==> src/rtl/dest_tag_pipe_if.sv <==
// Bundle between decode/forwarding logic and the destination-tag pipeline.
// The master drives decode-side requests; the slave produces the stage tags and the busy vector.
interface dest_tag_pipe_if #(
  parameter int unsigned NREG = 64
);
  logic            id_valid;
  logic            id_wr;
  logic [5:0]      id_dreg;
  logic            id_is_lw;
  logic            stall;
  logic            flush;
  logic [5:0]      dreg_A;
  logic [5:0]      dreg_M;
  logic [5:0]      dreg_W;
  logic            anop;
  logic            mnop;
  logic            wnop;
  logic            EX_LW;
  logic            rf_we;
  logic [NREG-1:0] busy;

  modport master (
    output id_valid, id_wr, id_dreg, id_is_lw, stall, flush,
    input  dreg_A, dreg_M, dreg_W, anop, mnop, wnop, EX_LW, rf_we, busy
  );

  modport slave (
    input  id_valid, id_wr, id_dreg, id_is_lw, stall, flush,
    output dreg_A, dreg_M, dreg_W, anop, mnop, wnop, EX_LW, rf_we, busy
  );
endinterface

==> src/rtl/dest_tag_pipe.sv <==
// Destination-tag pipeline for A/M/W plus a per-register pending-write scoreboard.
// Feeds the forwarding unit (dreg_*, *nop, EX_LW) and decode/debug (busy).
module dest_tag_pipe #(
  parameter int unsigned NREG = 64,
  parameter int unsigned CNTW = 2
) (
  input logic             clk,
  input logic             reset,
  dest_tag_pipe_if.slave  bus
);
  localparam int CntMax = (1 << CNTW) - 1;

  logic            r_a_valid, r_m_valid, r_w_valid;
  logic [5:0]      r_a_dreg, r_m_dreg, r_w_dreg;
  logic            r_a_lw, r_m_lw, r_w_lw;
  logic [CNTW-1:0] r_cnt [NREG];

  logic            w_issue;
  logic [CNTW-1:0] w_cnt_d [NREG];

  assign w_issue = bus.id_valid && bus.id_wr && (bus.id_dreg != 6'd0) && !bus.stall && !bus.flush;

  always_ff @(posedge clk) begin
    if (reset) begin
      r_a_valid <= 1'b0;
      r_a_dreg  <= 6'd0;
      r_a_lw    <= 1'b0;
      r_m_valid <= 1'b0;
      r_m_dreg  <= 6'd0;
      r_m_lw    <= 1'b0;
      r_w_valid <= 1'b0;
      r_w_dreg  <= 6'd0;
      r_w_lw    <= 1'b0;
    end else begin
      r_a_valid <= w_issue;
      r_a_dreg  <= w_issue ? bus.id_dreg : 6'd0;
      r_a_lw    <= w_issue && bus.id_is_lw;
      // A flushed entry dies in A; M receives a bubble instead.
      r_m_valid <= bus.flush ? 1'b0 : r_a_valid;
      r_m_dreg  <= bus.flush ? 6'd0 : r_a_dreg;
      r_m_lw    <= bus.flush ? 1'b0 : r_a_lw;
      r_w_valid <= r_m_valid;
      r_w_dreg  <= r_m_dreg;
      r_w_lw    <= r_m_lw;
    end
  end

  always_comb begin
    for (int r = 0; r < int'(NREG); r++) begin
      w_cnt_d[r] = '0;
    end
    for (int r = 1; r < int'(NREG); r++) begin
      int v;
      v = int'(r_cnt[r]);
      if (w_issue && bus.id_dreg == 6'(r)) v = v + 1;
      if (r_w_valid && r_w_dreg == 6'(r)) v = v - 1;
      if (bus.flush && r_a_valid && r_a_dreg == 6'(r)) v = v - 1;
      // Clamp so an illegal sequence cannot wrap the counter.
      if (v < 0) v = 0;
      if (v > CntMax) v = CntMax;
      w_cnt_d[r] = CNTW'(v);
    end
  end

  always_ff @(posedge clk) begin
    for (int r = 0; r < int'(NREG); r++) begin
      if (reset) begin
        r_cnt[r] <= '0;
      end else begin
        r_cnt[r] <= w_cnt_d[r];
      end
    end
  end

  always_comb begin
    bus.busy = '0;
    for (int r = 1; r < int'(NREG); r++) begin
      bus.busy[r] = (r_cnt[r] != '0);
    end
  end

  assign bus.dreg_A = r_a_dreg;
  assign bus.dreg_M = r_m_dreg;
  assign bus.dreg_W = r_w_dreg;
  assign bus.anop   = !r_a_valid;
  assign bus.mnop   = !r_m_valid;
  assign bus.wnop   = !r_w_valid;
  assign bus.EX_LW  = r_a_valid && r_a_lw;
  assign bus.rf_we  = r_w_valid;

  logic w_unused;
  assign w_unused = r_w_lw;
endmodule
==> src/flat_wrapper.sv <==
// flat-port wrapper written by rule: the top's interface ports become plain ports
module dest_tag_pipe_flat 
#(
  parameter int unsigned NREG = 64,
  parameter int unsigned CNTW = 2
)
  (clk, reset, bus_id_valid, bus_id_wr, bus_id_dreg, bus_id_is_lw, bus_stall, bus_flush, bus_dreg_A, bus_dreg_M, bus_dreg_W, bus_anop, bus_mnop, bus_wnop, bus_EX_LW, bus_rf_we, bus_busy);
  dest_tag_pipe_if #(.NREG(NREG)) bus_i ();
  input logic clk;
  input logic reset;
  input wire logic [$bits(bus_i.id_valid)-1:0] bus_id_valid;
  input wire logic [$bits(bus_i.id_wr)-1:0] bus_id_wr;
  input wire logic [$bits(bus_i.id_dreg)-1:0] bus_id_dreg;
  input wire logic [$bits(bus_i.id_is_lw)-1:0] bus_id_is_lw;
  input wire logic [$bits(bus_i.stall)-1:0] bus_stall;
  input wire logic [$bits(bus_i.flush)-1:0] bus_flush;
  output wire logic [$bits(bus_i.dreg_A)-1:0] bus_dreg_A;
  output wire logic [$bits(bus_i.dreg_M)-1:0] bus_dreg_M;
  output wire logic [$bits(bus_i.dreg_W)-1:0] bus_dreg_W;
  output wire logic [$bits(bus_i.anop)-1:0] bus_anop;
  output wire logic [$bits(bus_i.mnop)-1:0] bus_mnop;
  output wire logic [$bits(bus_i.wnop)-1:0] bus_wnop;
  output wire logic [$bits(bus_i.EX_LW)-1:0] bus_EX_LW;
  output wire logic [$bits(bus_i.rf_we)-1:0] bus_rf_we;
  output wire logic [$bits(bus_i.busy)-1:0] bus_busy;
  assign bus_i.id_valid = bus_id_valid;
  assign bus_i.id_wr = bus_id_wr;
  assign bus_i.id_dreg = bus_id_dreg;
  assign bus_i.id_is_lw = bus_id_is_lw;
  assign bus_i.stall = bus_stall;
  assign bus_i.flush = bus_flush;
  assign bus_dreg_A = bus_i.dreg_A;
  assign bus_dreg_M = bus_i.dreg_M;
  assign bus_dreg_W = bus_i.dreg_W;
  assign bus_anop = bus_i.anop;
  assign bus_mnop = bus_i.mnop;
  assign bus_wnop = bus_i.wnop;
  assign bus_EX_LW = bus_i.EX_LW;
  assign bus_rf_we = bus_i.rf_we;
  assign bus_busy = bus_i.busy;
  dest_tag_pipe #(.NREG(NREG), .CNTW(CNTW)) u_core (.clk(clk), .reset(reset), .bus(bus_i));
endmodule
==> config.mk <==
export PLATFORM = sky130hd
export DESIGN_NAME = dest_tag_pipe_flat
export DESIGN_NICKNAME = d
export VERILOG_FILES = /design/src/rtl/dest_tag_pipe_if.sv /design/src/rtl/dest_tag_pipe.sv /design/src/flat_wrapper.sv
export SDC_FILE = /design/constraint.sdc
export NUM_CORES = 1
export LEC_CHECK = 0
export CAP_MARGIN = 10
export CORE_MARGIN = 4
export CORE_UTILIZATION = 35
export DETAILED_ROUTE_END_ITERATION = 8
export GPL_ROUTABILITY_DRIVEN = 0
export SETUP_SLACK_MARGIN = 0.02
export SLEW_MARGIN = 10
export SYNTH_ARGS = -nofsm -noshare
export SYNTH_HDL_FRONTEND = slang
export SYNTH_SLANG_ARGS = --single-unit
==> constraint.sdc <==
create_clock -name clk -period 5.7 [get_ports clk]
set_input_delay 1.71 -clock clk [delete_from_list [all_inputs] [get_ports clk]]
set_output_delay 1.71 -clock clk [all_outputs]
set_load 0.01 [all_outputs]
==> results.txt <==
flow finished, numbers: Post-synth EDFFs=0, Initial DRC Count=1,819, Area leader share=0.161, Commonest flop=dfxtp_1, Slew @ Worst Pin=~1100 ps, Worst EP required=between 6000 and 7000 ps, critical path's top delay family=AND-OR/OR-AND gates, post-CTS setup buffer count=0, Synth Cell Area=~0.024 mm^2, Setup Crit Path Kind=input pin to flip-flop, first-pass GRT wire length=122 mm, Final Cell Area=0.0273 mm^2, die width=between 200 and 300 um, clk sinks=around 150, P_sw=roughly 670 uW, Cell Pwr Density=93.5 mW/mm^2, final hold vios=0, area fraction in mux cells=0.0420, DR top layer=met5, vias per cell=between 5 and 6, routed wl met3=between 5 and 6 mm, Synth top cell by count=ha_1, status=finished, final reports clean, Post-Syn Area per Cell=between 7 and 8 um^2, initial antenna violation count=3, share of power burned in registers=0.408, ys cells=between 3,000 and 4,000, most frequent cells in the layout=ha_1, nand2_1, inv_1, r2r setup slk=about 1500 ps, Seq power=between 1000 and 1500 uW, non-filler cells in the finished layout=around 4,300, yosys stat chip area=0.0244 mm^2, max_slew headroom=0.238, Hold Crit Endpoint=u_core.bus.rf_we$_SDFF_PP0_, final tally of max-slew violations=0, Yosys reg bits=148, top comb family, area=simple AND/OR/NAND/NOR gates, Die ar.=between 0.07 and 0.08 mm^2, Worst Path Max Fanout=11, Inst Count DP=about 4,300, syn nets=3,682, minimum clock period=between 4000 and 5000 ps, share of post-route cells with drive strength above 1=0.0760, Die Y-Extent=about 270 um, worst-path cell chain=clkdlybuf4s50_1 > and2_0 > nand3_1 > o31ai_1 > ha_1 > nand3_1 > nor2_1 > o21a_1 > o311a_1 > a211oi_1 > o31a_1
state kept, by name, summed over array words and instances (netlist names):
register and flops:
u_core.bus.dreg_W 6, u_core.bus.dreg_A 6, u_core.r_a_valid 1, u_core.r_m_valid 1
u_core.r_a_lw 1, u_core.bus.rf_we 1, u_core.bus.dreg_M 6, u_core.r_cnt 126
metal layers:
layer / global-route usage / up-vias
met1: 0.276 / 11800
li1: - / 12300
met3: 0.0400 / 163
met4: 0.0779 / 4
met5: 0 / -
met2: 0.320 / 857
final cells by class:
type                       instances  area (um^2)
timing repair buffer             187         1720
sequential                       148         2960
clock buffer                      24          492
antenna                            1         2.50
multi-input combinational       2779        19800
clock inverter                     8          146
tap                              931         1160
fill                            7140        41500
inverter                         264          991
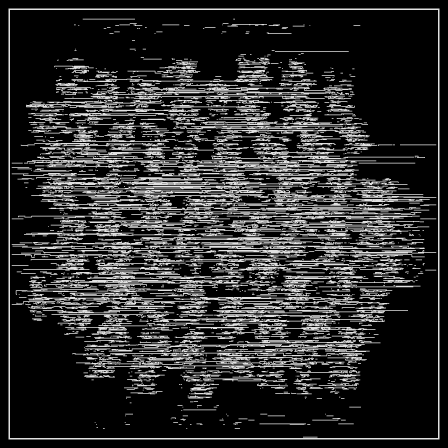
(images/m1.png)
nets with wire on the layer: 3,442
share of all routed wire: 46%
grt met1 use: 0.276
via count: 25,100
total wire length: 78.4 mm

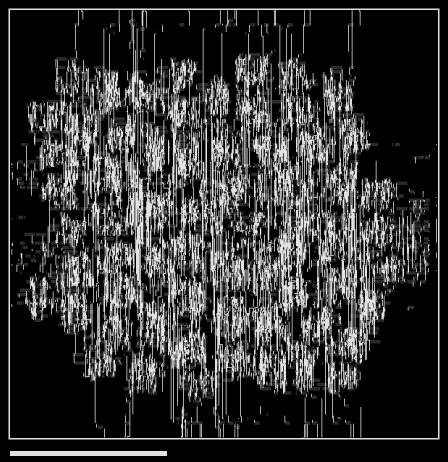
(images/m2.png)
Bar = 100 um.
nets with wire on the layer: 3,027
longest straight run: 105 um
wire length on this layer: 33.8 mm
main direction: vertical
share of all routed wire: 43%
met2 usage: 0.320

Power is estimated from default activity; no workload was simulated.
